## src/rtl/issue_scoreboard.sv

```systemverilog
// In-order issue stage: one-entry issue register guarded by a per-register
// pending-write scoreboard with RAW/WAW/serialization hazard detection.
module issue_scoreboard (
    input  logic        clk,
    input  logic        rst_n,
    input  logic        in_valid,
    output logic        in_ready,
    input  logic [4:0]  in_rd,
    input  logic [4:0]  in_rs1,
    input  logic [4:0]  in_rs2,
    input  logic [63:0] in_single_instr,
    output logic        out_valid,
    input  logic        out_ready,
    output logic [4:0]  out_rd,
    output logic [4:0]  out_rs1,
    output logic [4:0]  out_rs2,
    output logic [63:0] out_single_instr,
    output logic        out_illegal,
    input  logic        wb_valid,
    input  logic [4:0]  wb_rd,
    input  logic        flush,
    output logic [31:0] busy_mask,
    output logic [15:0] stall_cnt
);

    localparam int unsigned NREGS   = 32;
    localparam int unsigned ID_W    = 64;
    localparam int unsigned IDX_W   = 6;
    localparam int unsigned CNT_W   = 16;

    logic [NREGS-1:0] pending;
    logic [NREGS-1:0] pending_eff;
    logic [NREGS-1:0] wb_eff;
    logic [NREGS-1:0] set_mask;
    logic [NREGS-1:0] pending_nxt;

    logic [IDX_W-1:0] lsb_idx;
    logic             unknown;

    logic cls_r, cls_iarith, cls_load, cls_store, cls_branch;
    logic cls_jal, cls_jalr, cls_lui, cls_auipc, cls_sys;
    logic csr_wr, csr_rs1;
    logic writes_rd, uses_rs1, uses_rs2;
    logic raw1, raw2, waw, serialize, hazard;
    logic accept;

    // Lowest set bit of the ID picks the class, so malformed IDs decode deterministically.
    always_comb begin
        lsb_idx = '0;
        for (int i = ID_W - 1; i >= 0; i--) begin
            if (in_single_instr[i]) begin
                lsb_idx = IDX_W'(i);
            end
        end
    end

    assign unknown = (in_single_instr == '0);

    always_comb begin
        cls_r      = !unknown && (lsb_idx <= 6'd9);
        cls_iarith = !unknown && (lsb_idx >= 6'd10) && (lsb_idx <= 6'd18);
        cls_load   = !unknown && (lsb_idx >= 6'd19) && (lsb_idx <= 6'd23);
        cls_store  = !unknown && (lsb_idx >= 6'd24) && (lsb_idx <= 6'd26);
        cls_branch = !unknown && (lsb_idx >= 6'd27) && (lsb_idx <= 6'd32);
        cls_jal    = !unknown && (lsb_idx == 6'd33);
        cls_jalr   = !unknown && (lsb_idx == 6'd34);
        cls_lui    = !unknown && (lsb_idx == 6'd35);
        cls_auipc  = !unknown && (lsb_idx == 6'd36);
        cls_sys    = !unknown && (lsb_idx >= 6'd37) && (lsb_idx <= 6'd46);
        csr_wr     = !unknown && (lsb_idx >= 6'd41) && (lsb_idx <= 6'd46);
        csr_rs1    = !unknown && (lsb_idx >= 6'd41) && (lsb_idx <= 6'd43);
    end

    always_comb begin
        writes_rd = (cls_r || cls_iarith || cls_load || cls_jal || cls_jalr ||
                     cls_lui || cls_auipc || csr_wr) && (in_rd != 5'd0);
        uses_rs1  = cls_r || cls_iarith || cls_load || cls_store || cls_branch ||
                    cls_jalr || csr_rs1;
        uses_rs2  = cls_r || cls_store || cls_branch;
    end

    // Writebacks landing this cycle release their register for the hazard check.
    always_comb begin
        wb_eff = '0;
        if (wb_valid && !flush && (wb_rd != 5'd0)) begin
            wb_eff = NREGS'(1) << wb_rd;
        end
    end

    assign pending_eff = pending & ~wb_eff;

    always_comb begin
        raw1      = uses_rs1  && pending_eff[in_rs1];
        raw2      = uses_rs2  && pending_eff[in_rs2];
        waw       = writes_rd && pending_eff[in_rd];
        serialize = cls_sys && ((pending_eff != '0) || out_valid);
        hazard    = !unknown && (raw1 || raw2 || waw || serialize);
    end

    assign in_ready = rst_n && !flush && !hazard && (!out_valid || out_ready);
    assign accept   = in_valid && in_ready;

    // A same-cycle set of a register wins over its writeback clear.
    always_comb begin
        set_mask = '0;
        if (accept && writes_rd) begin
            set_mask = NREGS'(1) << in_rd;
        end
        pending_nxt    = (pending & ~wb_eff) | set_mask;
        pending_nxt[0] = 1'b0;
    end

    always_ff @(posedge clk or negedge rst_n) begin
        if (!rst_n) begin
            pending <= '0;
        end else if (flush) begin
            pending <= '0;
        end else begin
            pending <= pending_nxt;
        end
    end

    assign busy_mask = pending;

    // Issue register: payload holds its last value once drained or flushed.
    always_ff @(posedge clk or negedge rst_n) begin
        if (!rst_n) begin
            out_valid        <= 1'b0;
            out_illegal      <= 1'b0;
            out_rd           <= '0;
            out_rs1          <= '0;
            out_rs2          <= '0;
            out_single_instr <= '0;
        end else if (flush) begin
            out_valid <= 1'b0;
        end else if (accept) begin
            out_valid        <= 1'b1;
            out_illegal      <= unknown;
            out_rd           <= in_rd;
            out_rs1          <= in_rs1;
            out_rs2          <= in_rs2;
            out_single_instr <= in_single_instr;
        end else if (out_ready) begin
            out_valid <= 1'b0;
        end
    end

    always_ff @(posedge clk or negedge rst_n) begin
        if (!rst_n) begin
            stall_cnt <= '0;
        end else if (in_valid && !in_ready && (stall_cnt != {CNT_W{1'b1}})) begin
            stall_cnt <= stall_cnt + CNT_W'(1);
        end
    end

endmodule
```

## config.mk

```make
export PLATFORM = sky130hd
export DESIGN_NAME = issue_scoreboard
export DESIGN_NICKNAME = d
export VERILOG_FILES = /design/src/rtl/issue_scoreboard.sv
export SDC_FILE = /design/constraint.sdc
export NUM_CORES = 1
export LEC_CHECK = 0
export ABC_CLOCK_PERIOD_IN_PS = 5880
export CAP_MARGIN = 20
export CORE_ASPECT_RATIO = 1.5
export CORE_UTILIZATION = 35
export CTS_BUF_LIST = sky130_fd_sc_hd__clkbuf_4 sky130_fd_sc_hd__clkbuf_8 sky130_fd_sc_hd__clkbuf_16
export DETAILED_ROUTE_END_ITERATION = 16
export SETUP_SLACK_MARGIN = 0.5
export SYNTH_ARGS = -nofsm -noshare
export SYNTH_HDL_FRONTEND = slang
export SYNTH_SLANG_ARGS = --single-unit
```

## constraint.sdc

```tcl
create_clock -name clk -period 5.88 [get_ports clk]
set_input_delay 0.882 -clock clk [delete_from_list [all_inputs] [get_ports clk]]
set_output_delay 0.882 -clock clk [all_outputs]
set_load 0.01 [all_outputs]
```

run_1/ff_map.png
Bar = 20 um. Other sequential cells in the stronger gray, the rest of the logic in the fainter gray.
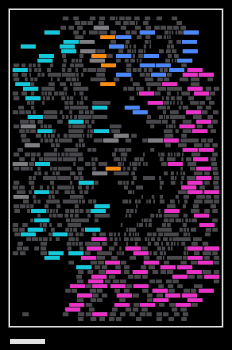
legend:
  stall_cnt:
    color: blue
    flops: 16
  busy_mask:
    color: cyan
    flops: 31
  out_rs2:
    color: orange
    flops: 5
    where: top middle
  out_single_instr:
    color: magenta
    flops: 64

run_1/clock_nets.png
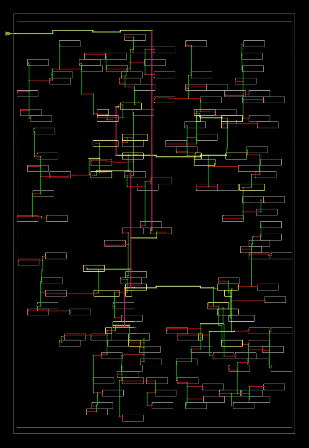
CTS Sinks: 128
flop count: 128
clock buf count: 21
clock skew: 0.00912 ns
clk ins delay skew pair: 0.42 ns

run_1/sizing.png
Bar = 20 um.
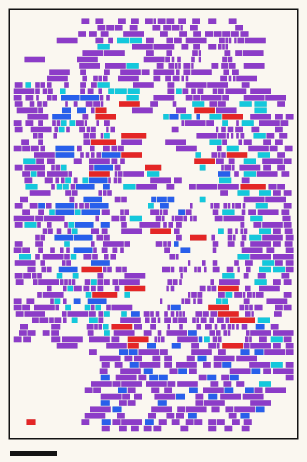
legend:
  x3 and x4:
    color: cyan
    cells: 93
  x2:
    color: blue
    cells: 73
  x6 and larger:
    color: red
    cells: 27
  x1 and smaller:
    color: purple
    cells: 752

==> Slide: Implementation Results, run 1 <==
Physical Implementation Snapshot

Outcome
  • Status: complete, no violations

Detailed routing
  • Met1 WL: 9810 um
  • Drc violations: 0
  • Highest metal used: met4
  • Vias/cell: 5.82
  • Met3 wire len: 1670 um
  • Drt first pass iters: 5

Synth
  • Main logic family: multiplexers
  • Adder share: 0.164%
  • Post-synthesis async set-or-reset flop share: 100%
  • Most common cell in the netlist: dfrtp_1
  • Yosys stat cell total: 694
  • Post-synth area from yosys stat: about 7600 um^2
  • Yosys warning count: 0
  • Syn_area_per_cell: around 11 um^2
  • Yosys simple share: 15.5%
  • Synthesized area: 7640 um^2
  • Aoi/oai-family share of the synthesized area: 15.6%
  • Main area contributors: dfrtp_1 (42%), mux2_4 (8.8%), mux4_2 (6.2%)
  • Most frequent cells after synthesis: dfrtp_1 (128), mux2_4 (45), nor2_1 (41)

Finish
  • Post-route cell area: about 11,000 um^2
  • Post-route insts no fill: 1,213
  • Flop share of the area: 29.2%
  • FF/Latch Area: 3200 um^2
  • Nets@finish: 1,024
  • Top cell category: multi-input combinational cells
  • Area Overhead vs Synth: 43.3%
  • Fin util: 51.6%
  • Commonest Layout Cell: clkdlybuf4s50_1
  • Antenna cells: 0
  • Non-clock buffering overhead: 23.1%
  • Inverter count: 17
  • Most frequent cells in the layout: clkdlybuf4s50_1 (216), dfrtp_1 (128), mux2_4 (45), nor2_1 (41), buf_4 (41)

STA
  • Final hold slack: 0.462 ns
  • Setup TNS: 0 ns
  • Max-slew headroom: 38.2%
  • Unrepaired setup endpoints after global routing: false
  • Min cycle time layout: 5.21 ns
  • Final hold violations: 0
  • Worst Max-Slew Pin Slew: 0.926 ns
  • Max-slew violation count: 0
  • Count of final setup violators: 0

GRT
  • Gr busiest metal: met2
  • Global routing usage on met2: 44.7%
  • All-layer global routing usage: 24.9%
  • First-pass GRT wire length: between 40,000 and 50,000 um
  • Vias in the first global route: 7,089
  • Initial antenna violation count: 0

Floorplanning
  • Die Height: around 180 um
  • Row count: approximately 65
  • Core area: approximately 21,000 um^2
  • Width of the die: 123 um
  • Io pins: 220
  • Initial Util: 36.0%

Setup path
  • Crit-path leading delay family: buffers and inverters
  • Worst path arrival time: 4.32 ns
  • CP endpoint: in_ready
  • CP bufs+invs: 3
  • R2r setup slk: between 2 and 2.5 ns
  • CP startpoint kind: input pin
  • Critical path endpoint category: primary output
  • Kind of critical path: in2out
  • Maximum fanout along the worst path: 13
  • Worst path depth: 12

Clocking
  • Deepest clock path buffer count: 2
  • CTS hold repair buffers: 0
  • H-tree Lvls: 4
  • CTS-repair resized insts: 4
  • Root Buffer Master: clkbuf_16
  • CTS Buf Count: 17
  • Post-CTS setup buffer count: 0

Place
  • Placed Cells: 1,182
  • Place WS: 0.350 ns

Job
  • Max Cap Viol: 0

Power and ir drop
  • Pwr dens: 298 nW/um^2
  • Final Power: 3.26 mW
  • Peak VDD IR: 0.181 mV
[run 1: worst min-delay path by stage]
stage	from	endpoint	slack [ns]	cells after the start
after floorplan	stall_cnt[7]	stall_cnt[7]	0.52	1
after global placement	out_single_instr[5]	out_single_instr[5]	0.49	1
after detailed placement	stall_cnt[5]	stall_cnt[5]	0.49	1
after CTS	rst_n	out_single_instr[5]	0.48	1
after global routing	rst_n	out_single_instr[5]	0.50	1
final	rst_n	out_single_instr[5]	0.46	1
[run 1: flip-flops by register name (all words and copies together) (netlist names)]
name	flops
busy_mask	31
out_illegal	1
out_rs2	5
out_single_instr	64
out_valid	1
out_rs1	5
out_rd	5
stall_cnt	16
[run 1: report_power, final]
group          switching, mW  internal, mW
logic                  0.369         0.552
clock network          0.399         0.781
registers              0.112          1.05
==> inputs of run 2 (changes only) <==
Settings changed: CAP_MARGIN 20 to 15, CTS_CLUSTER_DIAMETER from default to 120.
run_2/clock_wires.png
Bar = 20 um.
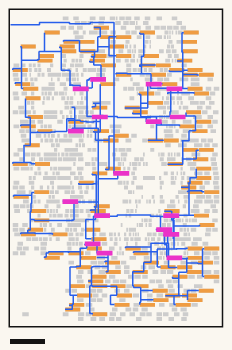
legend:
  clock-net drivers:
    color: magenta
    count: 17
  flip-flops:
    color: orange
    count: 128
  clock wires:
    color: blue
    length: 1,960 um
flops lie: spread over the die
routed clock nets: 18

==> run 2 against run 1 <==
Effect of this change: final cell count stayed put; flip-flop count stayed put; largest power group unchanged; global-route usage stayed put; clock power hardly changed; register-to-register slack hardly changed.
==> Slide: Implementation Results, run 2 <==
Physical Implementation Snapshot

Clocking
  • CTS hold repair buffers: 0 (unchanged)
  • Post-CTS setup buffer count: 0 (unchanged)
  • Root Buffer Master: clkbuf_16

Synth
  • Main logic family: multiplexers
  • Synthesized area: 7640 um^2 (unchanged)
  • Syn_area_per_cell: 11.0 um^2 (unchanged)
  • Post-synth area from yosys stat: 7640 um^2 (unchanged)
  • Post-synthesis async set-or-reset flop share: 100% (unchanged)

Setup path
  • Worst path arrival time: 4.32 ns (about the same)
  • Maximum fanout along the worst path: 13 (unchanged)

Power and ir drop
  • Switching Share: 27.0% (unchanged)
  • P_comb: 921 uW (about the same)
  • Peak VDD IR: 0.181 mV (unchanged)
  • Pwr dens: 298 nW/um^2 (unchanged)
  • Final Power: 3.26 mW (unchanged)
  • Psw: 879 uW (unchanged)
  • Comb pwr share: 28.2% (about the same)

Finish
  • Post-route insts no fill: 1,213 (unchanged)
  • FF/Latch Area: 3200 um^2 (unchanged)
  • Post-route cell area: 11,000 um^2 (unchanged)

STA
  • Max-slew violation count: 0 (unchanged)
  • Clock skew: 0.00912 ns (unchanged)
  • Max-slew headroom: 38.2% (unchanged)
  • Final hold violations: 0 (unchanged)
  • Setup TNS: 0 ns (unchanged)
  • Final hold slack: 0.462 ns (unchanged)
  • Min cycle time layout: 5.21 ns (unchanged)

Detailed routing
  • Vias/cell: 5.82 (unchanged)
  • Drc violations: 0 (unchanged)
  • Met1 WL: 9810 um (unchanged)

Floorplanning
  • Row count: 65 (unchanged)
  • Io pins: 220 (unchanged)
  • Width of the die: 123 um (unchanged)

GRT
  • All-layer global routing usage: 24.9% (unchanged)

Outcome
  • Status: complete, no violations

Job
  • Max Cap Viol: 0 (unchanged)

Place
  • Placed Cells: 1,182 (unchanged)
run_2/clock_nets.png
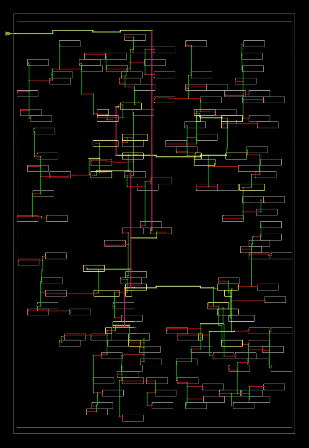
CTS Buf Count: 17
Clock Power: 1.18 mW

run 2: path summary, 6_finish.rpt:
kind / depth (start not counted) / slack (ns) / from / end
max in group asynchronous: 2 / 4.04 / rst_n / out_single_instr[51]
min in group clk: 1 / 0.49 / stall_cnt[7] / stall_cnt[7]
min: 1 / 0.46 / rst_n / out_single_instr[5]
max: 12 / 0.67 / flush / in_ready
max reg2reg: 13 / 2.02 / busy_mask[23] / out_single_instr[19]
min reg2reg: 1 / 0.49 / stall_cnt[7] / stall_cnt[7]
run 2: final cells by class:
type                            count  share of cell area [%]
Clock buffer                       21                    4.27
Clock inverter                     10                    1.68
Inverter                           17                   0.582
Multi-Input combinational cell    508                    38.1
Sequential cell                   128                    29.2
Tap cell                          268                    3.06
Timing Repair Buffer              261                    23.1
run_2/closeup.png
Region (77, 31) to (107, 61) um. Cells in gray, sequential cells in the stronger gray; small squares are vias.
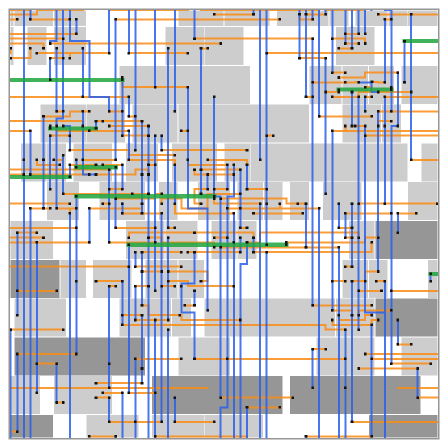

==> inputs of run 3 (changes only) <==
Settings changed: MAX_ROUTING_LAYER from default to met4, SLEW_MARGIN from default to 20.
run_3/closeup.png
Region (77, 31) to (107, 61) um. Cells in gray, sequential cells in the stronger gray; small squares are vias.
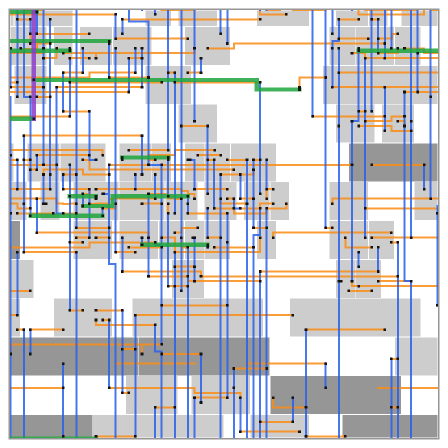
legend:
  M2:
    color: blue
  M3:
    color: green
  M4:
    color: purple
  M1:
    color: orange
cells with their middle in the window: 55
netlist names of flops here include: out_single_instr (6)
sequential cells in the window: 6
most frequent: nor4_1 (7), dfrtp_1 (6)

==> run 3 against run 2 <==
Effect of this change: wire length about the same; first-iteration DRC count is 28% lower; combinational power is essentially flat; maximum frequency fell by 1.3%; non-clock buffer count down 2; critical path type unchanged; clock power is 9% lower; power fell by 3.3%; final area shrank 0.50%; largest cell class unchanged; die size is the same; count of clock-buffer cells in the layout down 1.
==> Slide: Implementation Results, run 3 <==
Physical Implementation Snapshot

Finish
  • Logic area: 4170 um^2
  • Comb gates: 508 (unchanged)
  • Fin util: 51.4%
  • Bufs w/o clock: 259 (-0.77%)
  • Fraction of area in clock buffers and inverters: 5.52% (-0.43 points)
  • Logic share of the area: 38.2% (+0.17 points)
  • Flop count: 128 (unchanged)
  • Non-clock buffering overhead: 23.2% (+0.093 points)
  • Top cell category: multi-input combinational cells
  • Post-route cell area: 10,900 um^2 (-0.50%)
  • FF/Latch Area: 3200 um^2 (unchanged)
  • Inverter count: 17 (unchanged)
  • Flop share of the area: 29.4% (+0.15 points)
  • Post-route insts no fill: 1,212 (-0.082%)

Setup path
  • Reg2reg start: busy_mask[21]
  • Maximum fanout along the worst path: 8 (-5)
  • RR Endpoint: out_single_instr[20]
  • Worst setup path startpoint: wb_valid
  • Worst path depth: 12 (unchanged)
  • CP bufs+invs: 2
  • Worst path arrival time: 4.39 ns (+0.07 ns)
  • R2r setup slk: 2.05 ns (+0.03 ns)
  • Worst-case reg-to-reg path depth: 13 (unchanged)
  • CP endpoint: in_ready

Outcome
  • Status: complete, no violations

Power and ir drop
  • Final Power: 3.15 mW (-3.3%)
  • P_comb: 923 uW (about the same)
  • Pwr dens: 289 nW/um^2 (-2.8%)
  • Switching Share: 28.4% (+1.4 points)
  • Comb pwr share: 29.3% (+1.1 points)
  • Peak VDD IR: 0.197 mV (+9.3%)
  • Psw: 895 uW (+1.9%)

Clocking
  • CTS hold repair buffers: 0 (unchanged)
  • Post-CTS setup buffer count: 0 (unchanged)
  • Root Buffer Master: clkbuf_16
  • CTS-repair resized insts: 4

GRT
  • First-pass GRT wire length: 41,900 um
  • All-layer global routing usage: 26.1% (+1.2 points)
  • Total gr overflow: 0
  • Largest net degree at the start of global routing: 48

Synth
  • Most common cell in the netlist: dfrtp_1
  • Synthesized area: 7640 um^2 (unchanged)
  • Post-synth area from yosys stat: 7640 um^2 (unchanged)
  • Syn_area_per_cell: 11.0 um^2 (unchanged)
  • Post-synthesis async set-or-reset flop share: 100% (unchanged)

Detailed routing
  • 1st-iter DRT viols: 392
  • Met3 wire len: roughly 1400 um
  • Drc violations: 0 (unchanged)
  • Vias/cell: 5.79 (-0.58%)
  • Met1 WL: 10,200 um (+4.0%)

Place
  • Place WS: 0.330 ns
  • Detailed placement HPWL: 21,000 um
  • Placed Cells: 1,180 (-0.17%)

STA
  • Final hold slack: 0.342 ns (-0.120 ns)
  • Max-slew violation count: 0 (unchanged)
  • Max-slew headroom: 29.2% (-9.0 points)
  • Min cycle time layout: 5.28 ns (+0.0702 ns)
  • Final hold violations: 0 (unchanged)

Job
  • Max Cap Viol: 0 (unchanged)

Floorplanning
  • Width of the die: 123 um (unchanged)
  • Row count: 65 (unchanged)
  • Tapcell count: 268 (unchanged)
  • Io pins: 220 (unchanged)
run_3/clock_nets.png
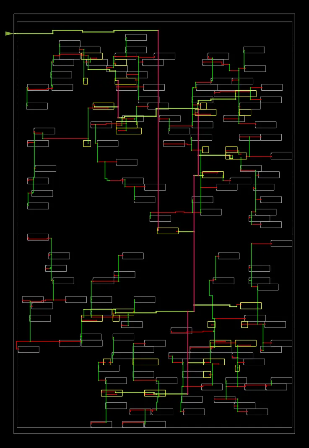
clock skew: 0.0127 ns
clk ins delay skew pair: 0.44 ns
clock buf count: 20
Clock Power: 1.07 mW

-- run 3: cell counts after synthesis --
Identical to the previous run, type by type.
-- run 3: how the worst min path moves through the flow --
| stage | start | endpoint | cells after the start |
|---|---|---|---|
| final | rst_n | busy_mask[6] | 1 |
| after global routing | rst_n | busy_mask[2] | 1 |
| after global placement | stall_cnt[7] | stall_cnt[7] | 1 |
| after CTS | rst_n | busy_mask[6] | 1 |
| after detailed placement | stall_cnt[13] | stall_cnt[13] | 1 |
| after floorplan | stall_cnt[7] | stall_cnt[7] | 1 |
-- run 3: logic make-up after synthesis --
family	synth area share [%]
compound gates	15.6
fa+ha+maj	0.164
flops	41.9
buf+inv	3.80
mux	21.3
other cells	0.0491
xor+xnor	1.72
simple gates	15.5
Power is estimated from default activity; no workload was simulated.
